==> config.mk <==
export PLATFORM = sky130hd
export DESIGN_NAME = pwm_output_stage
export DESIGN_NICKNAME = d
export VERILOG_FILES = /design/src/rtl/pwm_output_stage.sv
export SDC_FILE = /design/constraint.sdc
export NUM_CORES = 1
export LEC_CHECK = 0
export CORE_ASPECT_RATIO = 0.5
export CORE_MARGIN = 2
export CORE_UTILIZATION = 43
export DETAILED_ROUTE_END_ITERATION = 10
export PLACE_DENSITY = 0.83
export SYNTH_ARGS = -nofsm -noshare
export SYNTH_HDL_FRONTEND = slang
export SYNTH_SLANG_ARGS = --single-unit
==> constraint.sdc <==
create_clock -name clk -period 1.9 [get_ports clk]
set_input_delay 0.38 -clock clk [delete_from_list [all_inputs] [get_ports clk]]
set_output_delay 0.38 -clock clk [all_outputs]
set_load 0.03 [all_outputs]
==> src/rtl/pwm_output_stage.sv <==
// PWM output stage: 16 pins, each held low, held high or driven by a shared 8-bit PWM level.
// Optional macro PWM_SHADOW_EN latches the duty value only at period boundaries.
module pwm_output_stage #(
    parameter int unsigned PRESCALE   = 13,
    parameter int unsigned PRESCALE_W = 8
) (
    input  logic        clk,
    input  logic        rst,
    input  logic [7:0]  en_reg_out_7_0,
    input  logic [7:0]  en_reg_out_15_8,
    input  logic [7:0]  en_reg_pwm_7_0,
    input  logic [7:0]  en_reg_pwm_15_8,
    input  logic [7:0]  pwm_duty_cycle,
    output logic [15:0] out,
    output logic        period_start
);

    localparam logic [PRESCALE_W-1:0] PreMax = PRESCALE_W'(PRESCALE - 1);

    logic [PRESCALE_W-1:0] pre_cnt_q, pre_cnt_d;
    logic [7:0]            pwm_cnt_q, pwm_cnt_d;
    logic [15:0]           out_q, out_d;
    logic                  period_start_q, period_start_d;
    logic                  tick;
    logic                  wrap;
    logic [7:0]            duty_active;
    logic                  pwm_level;
    logic [15:0]           en_out;
    logic [15:0]           en_pwm;

    assign en_out = {en_reg_out_15_8, en_reg_out_7_0};
    assign en_pwm = {en_reg_pwm_15_8, en_reg_pwm_7_0};

    assign tick = (pre_cnt_q == PreMax);
    // Last count step of the period: pwm_cnt rolls 255 -> 0 on this edge.
    assign wrap = tick && (pwm_cnt_q == 8'hFF);

`ifdef PWM_SHADOW_EN
    logic [7:0] duty_q, duty_d;

    always_comb begin
        duty_d = duty_q;
        if (wrap) begin
            duty_d = pwm_duty_cycle;
        end
    end

    always_ff @(posedge clk) begin
        if (rst) begin
            duty_q <= 8'h00;
        end else begin
            duty_q <= duty_d;
        end
    end

    assign duty_active = duty_q;
`else
    assign duty_active = pwm_duty_cycle;
`endif

    // 0xFF must stay high through count 255, which a plain compare would drop.
    assign pwm_level = (duty_active == 8'hFF) || (pwm_cnt_q < duty_active);

    always_comb begin
        pre_cnt_d      = tick ? '0 : pre_cnt_q + 1'b1;
        pwm_cnt_d      = tick ? pwm_cnt_q + 8'd1 : pwm_cnt_q;
        period_start_d = wrap;
        out_d          = en_out & (~en_pwm | {16{pwm_level}});
    end

    always_ff @(posedge clk) begin
        if (rst) begin
            pre_cnt_q      <= '0;
            pwm_cnt_q      <= 8'h00;
            period_start_q <= 1'b0;
            out_q          <= 16'h0000;
        end else begin
            pre_cnt_q      <= pre_cnt_d;
            pwm_cnt_q      <= pwm_cnt_d;
            period_start_q <= period_start_d;
            out_q          <= out_d;
        end
    end

    assign out          = out_q;
    assign period_start = period_start_q;

endmodule

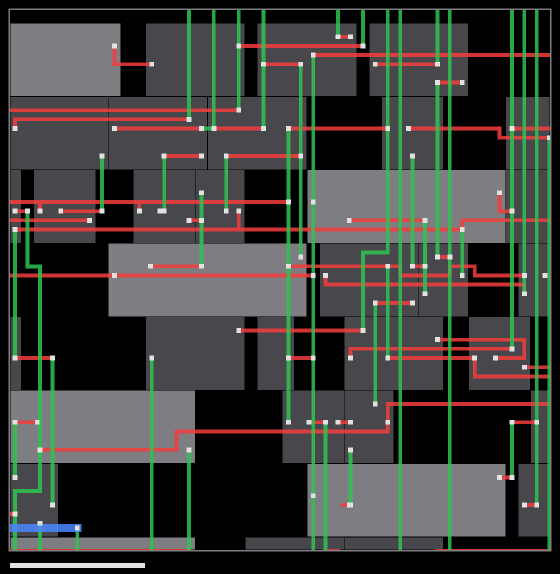
*Zoomed window, run 1*
The bar under the picture is 5 µm long. Window x 12 to 32, y 24 to 44 µm. Cells in gray, sequential cells in the stronger gray; small squares are vias.
| layer | color |
|---|---|
| metal 3 | blue |
| metal 2 | green |
| metal 1 | red |
netlist names of flops here include: `out` (5)
cells with their middle in the window: 25
most frequent: clkdlybuf4s50_1 (9), nand2b_1 (6), dfxtp_1 (5)
sequential cells in the window: 5

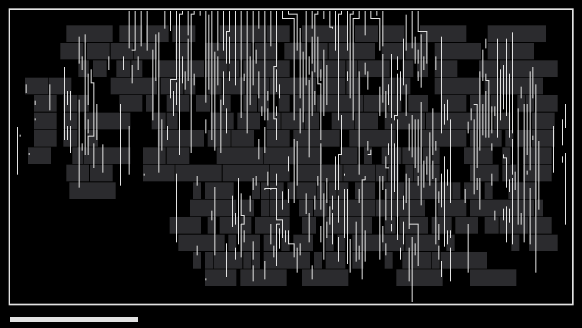
*The metal 2 layer, run 1*
The bar under the picture is 20 µm long. Cells faint in the background.
wire length on this layer: 1770 µm
nets with wire on the layer: 233
WL final: 3.43 mm
M2 GR Usage: 29.8%
vias: 1295

==> results.toml, run 1 <==
# implementation run metrics
[drt]
drt-wirelength-per-cell_um = 12.5
drt-initial-drc-count = 21
viasPerCell = 4.71
postRouteAntennaNets = 0
first_pass_iters = 4
drc_errors = 0

[yosys]
edf_count = 0
synth_area_per_cell_um2 = 9.36
synth_top_area_share_pct = 43.8
synthCells = 161
yosys.cell_count.top_type = "dfxtp_1"
ys_chip_area_um2 = 1510
top_cells_by_count = "dfxtp_1 (33), a21oi_1 (18), nor2_1 (18)"
numSynthFlops = 33
synth-async-reset-ratio_pct = 0
yosys_most_used_dff = "dfxtp_1"
yosys-stat-cells = 161
top_area_cell = "dfxtp_1"
synth.distinct_cells = 32
syn_area_um2 = 1510
area_leaders = "dfxtp_1 (44%), ha_1 (8.3%), nand2b_1 (7.1%), a21oi_1 (6.0%), xnor2_1 (4.6%)"
ys_seq_share_pct = 43.8
yosys_warnings = 0
synthesis.nets = 213

[power]
p_comb_share_pct = 15.7
switching_share_pct = 22.9
p_leak_nw = 0.938
clkPwrFrac_pct = 35.1
p_sw_mw = 0.339
sequentialPowerShare_pct = 49.2
peakVddDrop_v = 0.000439
intPower_mw = 1.14
pwr_density_cell_nw_per_um2 = 637

[clock_network]
cts_made_buffers = 5
htreeDepth = 2
clkTransAtPathRegs_ns = 0.06
clk_latency_ns = 0.28
post-cts-setup-buffers = 0
cts.sinks = 33
clockBufferDepth = 2
tritoncts = "yes"
root_buffer = "clkbuf_8"

[placed_design]
place.gp.congestion = 0.798
dpl.cell_count = 267
hpwl_mm = 2.58
placed_cell_area_um2 = 2140
io_buffers = 58

[outcome]
outcome = "complete, no violations"

[critical_path]
required_ns = 2.10
cp-start-kind = "input port"
critPathArrivalTime_ns = 2.04
worst-path-max-fanout = 8
r2r_end = "out[8]$_SDFF_PP0_"
crit_path_end_kind = "register"
path_class = "input port to register"
regToRegSetupSlack_ns = 0.23
timing.rr.start = "pwm_cnt_q[5]$_SDFFE_PP0P_"
worstRegToRegCells = 6

[job]
warning_count = 27
maxCapViolations = 0

[timing]
finalMaxSlewViolations = 0
hold_viol = 0
relSlewSlack_pct = 76.5
max_freq_mhz = 544
clock-skew-final_ns = 0.00798
period_needed_ns = 1.84
tns_ns = 0
timing.final.setup_violations = 0
worst_pin_slew_ns = 0.351
period_used_pct = 96.7
hold_ws_ns = 0.479

[final_layout]
drive_above_1_share_pct = 11.2
diodes = 0
fin_nets = 276
area_growth_pct = 53.8
stdcell_area_um2 = 2320
post-route-util_pct = 68.3
final_cells = 275

[floorplan]
fp_util_pct = 44.4
dieWidth_um = 87.7
die_h_um = 45.9
die-area_um2 = 4020
io_pins = 59
core_um2 = 3400
rows = 15

[global_routing]
grt_max_degree = 17
grt_use_total_pct = 16.4
overflow = 0
grt_pass1_vias = 1180
grt_pass1_wl_mm = 5.04
antenna_found_initial = 0

[hold_path]
min_to = "pre_cnt_q[0]$_SDFF_PP0_"
hold_path_depth = 1
hold_class = "register to register"
min-delay-start = "pre_cnt_q[0]$_SDFF_PP0_"
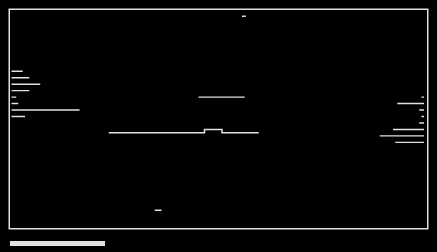
*M3 wires, run 1*
The bar under the picture is 20 µm long.
main direction: horizontal
wire length on this layer: 105 µm

[run 1: flip-flops by register name, indices dropped and copies added (netlist names)]
signal and flops:
out 16, period_start 1, pre_cnt_q 8, pwm_cnt_q 8
[run 1: cell usage in the layout (no fill, tap or decap), types with 6 or more instances in the layout]
cell and count:
a21oi_1 18, clkbuf_8 6, clkdlybuf4s50_1 54, dfxtp_1 33
ha_1 7, inv_1 8, nand2_1 6, nand2b_1 17
nor2_1 18, xnor2_1 8
[run 1: worst max-delay path, cell delays in order]
cell	delay, ns
clkdlybuf4s50_1	0.48
inv_1	0.05
ha_1	0.32
a2111oi_4	0.36
o32ai_4	0.14
buf_6	0.16
a21oi_1	0.14
[run 1: logic make-up (layout without fill, tap and decap cells)]
group | after synthesis | after routing | synth area share [%]
simple gates | 63 | 63 | 25.1
buf+inv | 17 | 80 | 4.90
xor+xnor | 13 | 13 | 7.55
compound gates | 25 | 25 | 10.4
flops | 33 | 33 | 43.8
fa+ha+maj | 10 | 10 | 8.30
[run 1: area by class of cell]
class                           count  area, µm²
Tap cell                           51       63.8
Sequential cell                    33        661
Inverter                           11       41.3
Multi-Input combinational cell    111        838
Timing Repair Buffer               62        628
Fill cell                         265       1080
Clock buffer                        7       86.3
[run 1: routing by layer]
metal / vias to the layer above / track usage, % / wire length [µm] / part of all wire [%]
li1: 666 / - / - / -
met4: 0 / 7.08 / 33 / 0.96
met2: 22 / 29.8 / 1770 / 52
met3: 4 / 4.35 / 104 / 3.0
met5: - / 0 / 0 / 0
met1: 603 / 18.8 / 1520 / 44
[run 1: power groups by stage]
stage	combinational (mW)	clock (mW)	sequential (mW)
2_1_floorplan	0.0532	0	0.779
3_3_place_gp	0.222	0	0.741
3_5_place_dp	0.225	0	0.742
4_1_cts	0.227	0.544	0.727
5_1_grt	0.250	0.564	0.729
6_report	0.232	0.518	0.727
[run 1: per-stage QoR]
step	worst slack (ns)	power, mW
after floorplan	0.122	0.832
after global placement	-0.244	0.963
after detailed placement	-0.310	0.968
after CTS	0.0165	1.50
after global routing	-0.0105	1.54
final	0.0628	1.48
[run 1: what timing repair did]
| action | in CTS | in global routing |
|---|---|---|
| pin swaps | 0 | 2 |
| gates resized | 1 | 16 |
| hold buffers | 0 | 0 |
| cloned | 0 | 1 |
| endpoints found under the setup margin | 2 | 16 |
[run 1: how the worst max path moves through the flow]
stage	slack, ns	cells past startpoint	endpoint	from
2_1_floorplan	0.12	7	out[10]$_SDFF_PP0_	pwm_duty_cycle[6]
3_3_place_gp	-0.24	8	out[3]$_SDFF_PP0_	pwm_duty_cycle[6]
3_5_place_dp	-0.31	8	out[8]$_SDFF_PP0_	pwm_duty_cycle[6]
4_1_cts	0.02	8	out[8]$_SDFF_PP0_	pwm_duty_cycle[6]
5_1_grt	-0.01	7	out[0]$_SDFF_PP0_	pwm_duty_cycle[1]
6_report	0.06	7	out[8]$_SDFF_PP0_	pwm_duty_cycle[1]
==> run 2, diff against run 1 <==
--- a/config.mk
+++ b/config.mk
@@ -10,6 +10,7 @@
 export CORE_UTILIZATION = 43
 export DETAILED_ROUTE_END_ITERATION = 10
 export PLACE_DENSITY = 0.83
+export SLEW_MARGIN = 15
 export SYNTH_ARGS = -nofsm -noshare
 export SYNTH_HDL_FRONTEND = slang
 export SYNTH_SLANG_ARGS = --single-unit
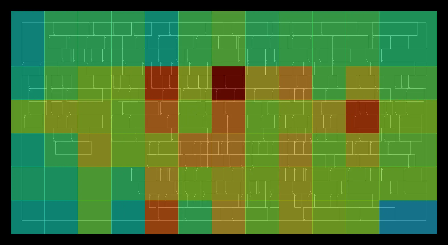
*Track usage over the die, run 2*
DR WL/cell: 12.5 µm
met1 Use GR: 18.8%
grt peak-use layer: met2
Finished Core Util: 68.3%

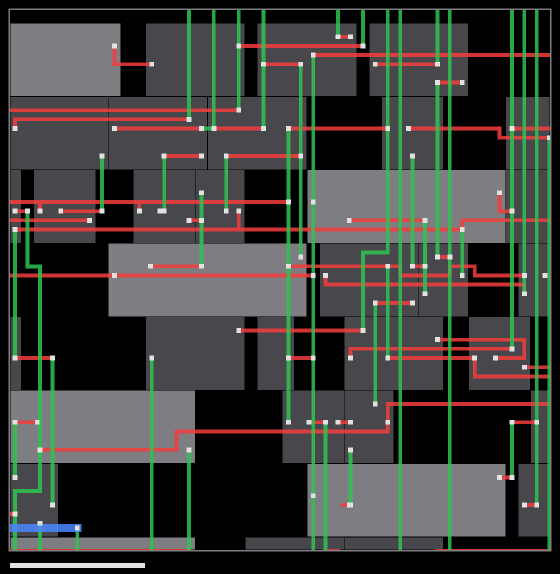
*Zoomed window, run 2*
The bar under the picture is 5 µm long. Window x 12 to 32, y 24 to 44 µm. Cells in gray, sequential cells in the stronger gray; small squares are vias.
| layer | color |
|---|---|
| metal 1 | red |
| metal 3 | blue |
| metal 2 | green |
most frequent: clkdlybuf4s50_1 (9), nand2b_1 (6), dfxtp_1 (5)
sequential cells in the window: 5
cells with their middle in the window: 25
netlist names of flops here include: `out` (5)

==> results.toml, run 2 <==
# implementation run metrics
[critical_path]
critPathMaxStageDelay_ns = 0.48
crit_path_end_kind = "register"
required_ns = 2.10
cp-start-kind = "input port"
regToRegSetupSlack_ns = 0.23
worst-path-max-fanout = 8
path_class = "input port to register"
critPathArrivalTime_ns = 2.04
path_cells = "clkdlybuf4s50_1 -> inv_1 -> ha_1 -> a2111oi_4 -> o32ai_4 -> buf_6 -> a21oi_1"

[final_layout]
drive_above_1_share_pct = 11.2
area_growth_pct = 53.8
fin_nets = 276
final_common_cell = "clkdlybuf4s50_1"
final_cell_mix = "clkdlybuf4s50_1 (54), dfxtp_1 (33), nor2_1 (18), a21oi_1 (18), nand2b_1 (17)"

[placed_design]
io_buffers = 58
place_ws_ns = -0.310
place.gp.congestion = 0.798
placed_cell_area_um2 = 2140

[clock_network]
clk_latency_ns = 0.28
cts_hold_buf = 0
root_buffer = "clkbuf_8"
clockBufferDepth = 2
post-cts-setup-buffers = 0
cts.sinks = 33
htreeDepth = 2
tritoncts = "yes"
clkTransAtPathRegs_ns = 0.06
cts_made_buffers = 5

[floorplan]
rows = 15
fp_util_pct = 44.4
dieWidth_um = 87.7
die_h_um = 45.9
io_pins = 59
core_um2 = 3400

[yosys]
synthCells = 161
synth_area_per_cell_um2 = 9.36
yosys_most_used_dff = "dfxtp_1"
syn_area_um2 = 1510
edf_count = 0
synth_top_area_share_pct = 43.8
numSynthFlops = 33
yosys_warnings = 0
yosys-stat-cells = 161
area_leaders = "dfxtp_1 (44%), ha_1 (8.3%), nand2b_1 (7.1%), a21oi_1 (6.0%), xnor2_1 (4.6%)"
ys_seq_share_pct = 43.8
top_area_cell = "dfxtp_1"
synth-async-reset-ratio_pct = 0
top_cells_by_count = "dfxtp_1 (33), a21oi_1 (18), nor2_1 (18)"
ys_chip_area_um2 = 1510
synthesis.nets = 213

[power]
p_leak_nw = 0.938
pwr_density_cell_nw_per_um2 = 637
finalPower_mw = 1.48

[outcome]
outcome = "complete, no violations"

[timing]
worst_pin_slew_ns = 0.351
fin_ws_ns = 0.0628
max_freq_mhz = 544
timing.final.setup_violations = 0
period_used_pct = 96.7
clock-skew-final_ns = 0.00798
relSlewSlack_pct = 76.5
hold_viol = 0
finalMaxSlewViolations = 0
period_needed_ns = 1.84

[drt]
vias = 1295
postRouteAntennaNets = 0
wl_mm = 3.43
drt-initial-drc-count = 21
drc_errors = 0
viasPerCell = 4.71

[job]
warning_count = 27
maxCapViolations = 0

[global_routing]
grt_max_degree = 17
overflow = 0
grt_use_total_pct = 16.4
grt_pass1_wl_mm = 5.04
grt_pass1_vias = 1180
==> run 2: cell counts in the layout (fill, tap and decap cells not counted) <==
Identical to the previous run, type by type.
==> run 2: metal layers <==
metal | vias up | global-route usage [%] | part of all wire (%)
met1 | 603 | 18.8 | 44
li1 | 666 | - | -
met4 | 0 | 7.08 | 0.96
met2 | 22 | 29.8 | 52
met3 | 4 | 4.35 | 3.0
met5 | - | 0 | 0
==> run 2: worst paths after layout <==
path,startpoint,end,cells past startpoint
setup / recovery,pwm_duty_cycle[1],out[8]$_SDFF_PP0_,7
setup reg to reg,pwm_cnt_q[5]$_SDFFE_PP0P_,out[8]$_SDFF_PP0_,6
hold / removal,pre_cnt_q[0]$_SDFF_PP0_,pre_cnt_q[0]$_SDFF_PP0_,1
hold reg to reg,pre_cnt_q[0]$_SDFF_PP0_,pre_cnt_q[0]$_SDFF_PP0_,1
==> run 2: area by class of cell <==
cell class / count / area, µm²
fillers: 265 / 1080
multi-input cells: 111 / 838
flip-flops and latches: 33 / 661
repair buffers: 62 / 628
clock buffers: 7 / 86.3
well taps: 51 / 63.8
inverters: 11 / 41.3
==> run 2: cells by family after synthesis <==
group	synth area share (%)
DFF	43.8
adders and majority gates	8.30
buffers and inverters	4.90
xor gates and xnor gates	7.55
and+or+nand+nor	25.1
AOI/OAI and AO/OA	10.4
==> run 2: power breakdown <==
group          total (mW)  switching [mW]  internal (mW)
Sequential          0.727          0.0105          0.716
Combinational       0.232          0.0972          0.135
Clock               0.518           0.231          0.287
==> run 2: per-stage QoR <==
step                instances  TNS, ns  hold slack [ns]
CTS                       274        0            0.481
global placement          267    -3.89            0.458
detailed placement        267    -4.79            0.467
finish                    275        0            0.479
global route              275  -0.0328            0.520
floorplan                 161        0            0.437
==> run 2: timing repair <==
item | CTS | global route
cloned | 0 | 1
pin swaps | 0 | 2
setup endpoints to repair | 2 | 16
gates resized | 1 | 16
### The metal 1 layer, run 2

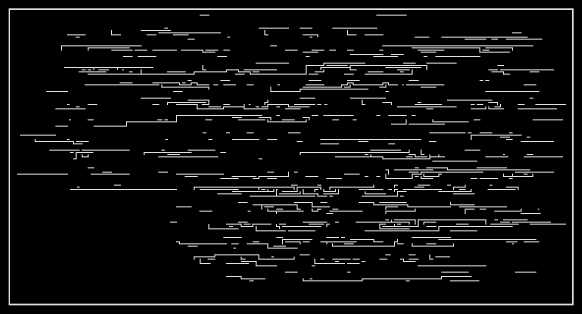

==> run 3, diff against run 2 <==
--- a/config.mk
+++ b/config.mk
@@ -5,11 +5,13 @@
 export SDC_FILE = /design/constraint.sdc
 export NUM_CORES = 1
 export LEC_CHECK = 0
+export CELL_PAD_IN_SITES_DETAIL_PLACEMENT = 1
+export CELL_PAD_IN_SITES_GLOBAL_PLACEMENT = 1
 export CORE_ASPECT_RATIO = 0.5
 export CORE_MARGIN = 2
-export CORE_UTILIZATION = 43
+export CORE_UTILIZATION = 31
 export DETAILED_ROUTE_END_ITERATION = 10
-export PLACE_DENSITY = 0.83
+export PLACE_DENSITY = 0.82
 export SLEW_MARGIN = 15
 export SYNTH_ARGS = -nofsm -noshare
 export SYNTH_HDL_FRONTEND = slang
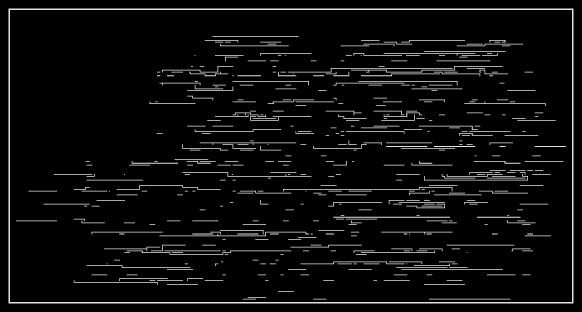
*The metal 1 layer, run 3*
nets with wire on the layer: 260
main direction: horizontal
share of all routed wire: 41%
wire length on this layer: 1770 µm

==> results.toml, run 3 <==
# implementation run metrics
[yosys]
ys_seq_share_pct = 43.8
yosys.cell_count.top_type = "dfxtp_1"
edf_count = 0
syn_area_um2 = 1510
top_area_cell = "dfxtp_1"
synth_top_area_share_pct = 43.8
ys_chip_area_um2 = 1510
yosys_warnings = 0
synthesis.nets = 213
synthCells = 161
yosys-stat-cells = 161
numSynthFlops = 33
top_cells_by_count = "dfxtp_1 (33), a21oi_1 (18), nor2_1 (18)"
synth-async-reset-ratio_pct = 0
synth.distinct_cells = 32
area_leaders = "dfxtp_1 (44%), ha_1 (8.3%), nand2b_1 (7.1%), a21oi_1 (6.0%), xnor2_1 (4.6%)"
yosys_most_used_dff = "dfxtp_1"
synth_area_per_cell_um2 = 9.36

[floorplan]
rows = 17
core_um2 = 4530
fp_util_pct = 33.3
io_pins = 59
die-area_um2 = 5470
die_h_um = 53.3
dieWidth_um = 103

[global_routing]
grt_pass1_vias = 1484
grt_max_degree = 13
overflow = 0
grt-busiest-layer = "met2"
antenna_found_initial = 0
grt_pass1_wl_mm = 7.04

[power]
finalPower_mw = 1.55
p_leak_nw = 0.943
peakVddDrop_v = 0.000245
intPower_mw = 1.18
p_comb_share_pct = 15.3
switching_share_pct = 23.8
clkPwrFrac_pct = 37.7
pwr_density_cell_nw_per_um2 = 655
p_sw_mw = 0.369
sequentialPowerShare_pct = 47.0

[clock_network]
root_buffer = "clkbuf_8"
clockBufferDepth = 2
clk_latency_ns = 0.29
tritoncts = "yes"
cts.sinks = 33
clkTransAtPathRegs_ns = 0.07
post-cts-setup-buffers = 0
cts_made_buffers = 5
htreeDepth = 2
cts_hold_buf = 0

[critical_path]
r2r_end = "out[2]$_SDFF_PP0_"
timing.rr.start = "pwm_cnt_q[5]$_SDFFE_PP0P_"
critPathArrivalTime_ns = 2.03
required_ns = 2.11
cp-start-kind = "input port"
worst-path-max-fanout = 8
regToRegSetupSlack_ns = 0.19
path_class = "input port to register"
worstRegToRegCells = 6
crit_path_end_kind = "register"

[placed_design]
hpwl_mm = 3.20
place.gp.congestion = 0.845
place_ws_ns = -0.341
placed_cell_area_um2 = 2180
io_buffers = 58

[timing]
clock-skew-final_ns = 0.00464
tns_ns = 0
hold_viol = 0
period_used_pct = 96.1
finalMaxSlewViolations = 0
timing.final.setup_violations = 0
grt_setup_unrepaired = "false"
fin_ws_ns = 0.0742
worst_pin_slew_ns = 0.384
max_freq_mhz = 548
relSlewSlack_pct = 74.4
hold_ws_ns = 0.482
period_needed_ns = 1.83

[drt]
vias = 1361
first_pass_iters = 4
drt-initial-drc-count = 27
postRouteAntennaNets = 0
drt-wirelength-per-cell_um = 14.8
viasPerCell = 4.65
wl_mm = 4.34
drc_errors = 0

[final_layout]
final_cell_mix = "clkdlybuf4s50_1 (52), dfxtp_1 (33), nor2_1 (18), nand2b_1 (17), a21oi_1 (15)"
fin_nets = 278
final_common_cell = "clkdlybuf4s50_1"
area_growth_pct = 56.7
drive_above_1_share_pct = 14.1
diodes = 0
stdcell_area_um2 = 2360
largest_register_ffs = 16

[outcome]
outcome = "complete, no violations"

[hold_path]
min_to = "pre_cnt_q[0]$_SDFF_PP0_"
hold_class = "register to register"
hold_path_depth = 1
min-delay-start = "pre_cnt_q[0]$_SDFF_PP0_"

[job]
warning_count = 27
maxCapViolations = 0
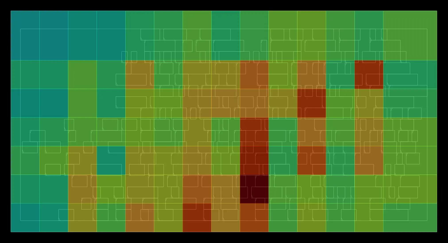
*Track usage over the die, run 3*
met3 Use GR: 5.15%
met1 Use GR: 19.1%
Finished Core Util: 52.1%
M2 GR Usage: 34.5%
all-layer global routing usage: 18.0%

## run 3: per-layer routing
layer / vias to the layer above / wire length [µm]
met5: - / 0
met4: 0 / 72
met3: 9 / 165
met2: 23 / 2340
met1: 654 / 1770
li1: 675 / -
## run 3: final cells by class
| type | instances | area, µm² |
|---|---|---|
| inverters | 11 | 41.3 |
| clock inverters | 1 | 5.00 |
| clock buffers | 7 | 96.3 |
| repair buffers | 64 | 629 |
| fillers | 512 | 2170 |
| flip-flops and latches | 33 | 661 |
| well taps | 66 | 82.6 |
| multi-input cells | 111 | 847 |
## run 3: what timing repair did
action                     in CTS  in global routing
setup endpoints to repair      11                 14
resized                        13                  6
pin swaps                       2                  2
gates cloned                    1                  0
hold endpoints to repair        0                  0
## run 3: power by group through the flow
stage	logic [mW]	registers, mW	clock network, mW
finish	0.237	0.726	0.584
global route	0.256	0.729	0.629
CTS	0.236	0.727	0.599
detailed placement	0.232	0.743	0
global placement	0.226	0.741	0
floorplan	0.0532	0.779	0
## run 3: worst max-delay path by stage
stage                            start                       to  cells past startpoint
4_1_cts              pwm_duty_cycle[1]        out[0]$_SDFF_PP0_                      7
3_5_place_dp         pwm_duty_cycle[6]        out[0]$_SDFF_PP0_                      8
2_1_floorplan        pwm_duty_cycle[6]       out[10]$_SDFF_PP0_                      7
3_3_place_gp         pwm_duty_cycle[6]       out[11]$_SDFF_PP0_                      8
6_report             pwm_duty_cycle[1]        out[0]$_SDFF_PP0_                      7
5_1_grt        pre_cnt_q[0]$_SDFF_PP0_  pre_cnt_q[7]$_SDFF_PP0_                      6
## run 3: worst max-delay path: stages
cell and delay, ns:
clkdlybuf4s50_1 0.49, inv_1 0.08, ha_4 0.25, a2111oi_4 0.35
o32ai_2 0.15, buf_6 0.16, a21oi_1 0.17
## run 3: kinds of logic after synthesis
group / count (synthesis) / share of synthesized area [%]
buffers and inverters: 17 / 4.90
AND-OR/OR-AND: 25 / 10.4
AND/OR/NAND/NOR: 63 / 25.1
adder cells (fa/ha/maj): 10 / 8.30
XOR/XNOR: 13 / 7.55
flip-flops: 33 / 43.8
## run 3: per-stage QoR
step / cells / utilization [%]
final: 293 / 52.1
after global routing: 293 / 52.1
after CTS: 293 / 51.3
after detailed placement: 284 / 48.0
after global placement: 284 / 48.0
after floorplan: 161 / -
Power figures rest on the tool's default switching activity, not on a simulated workload.
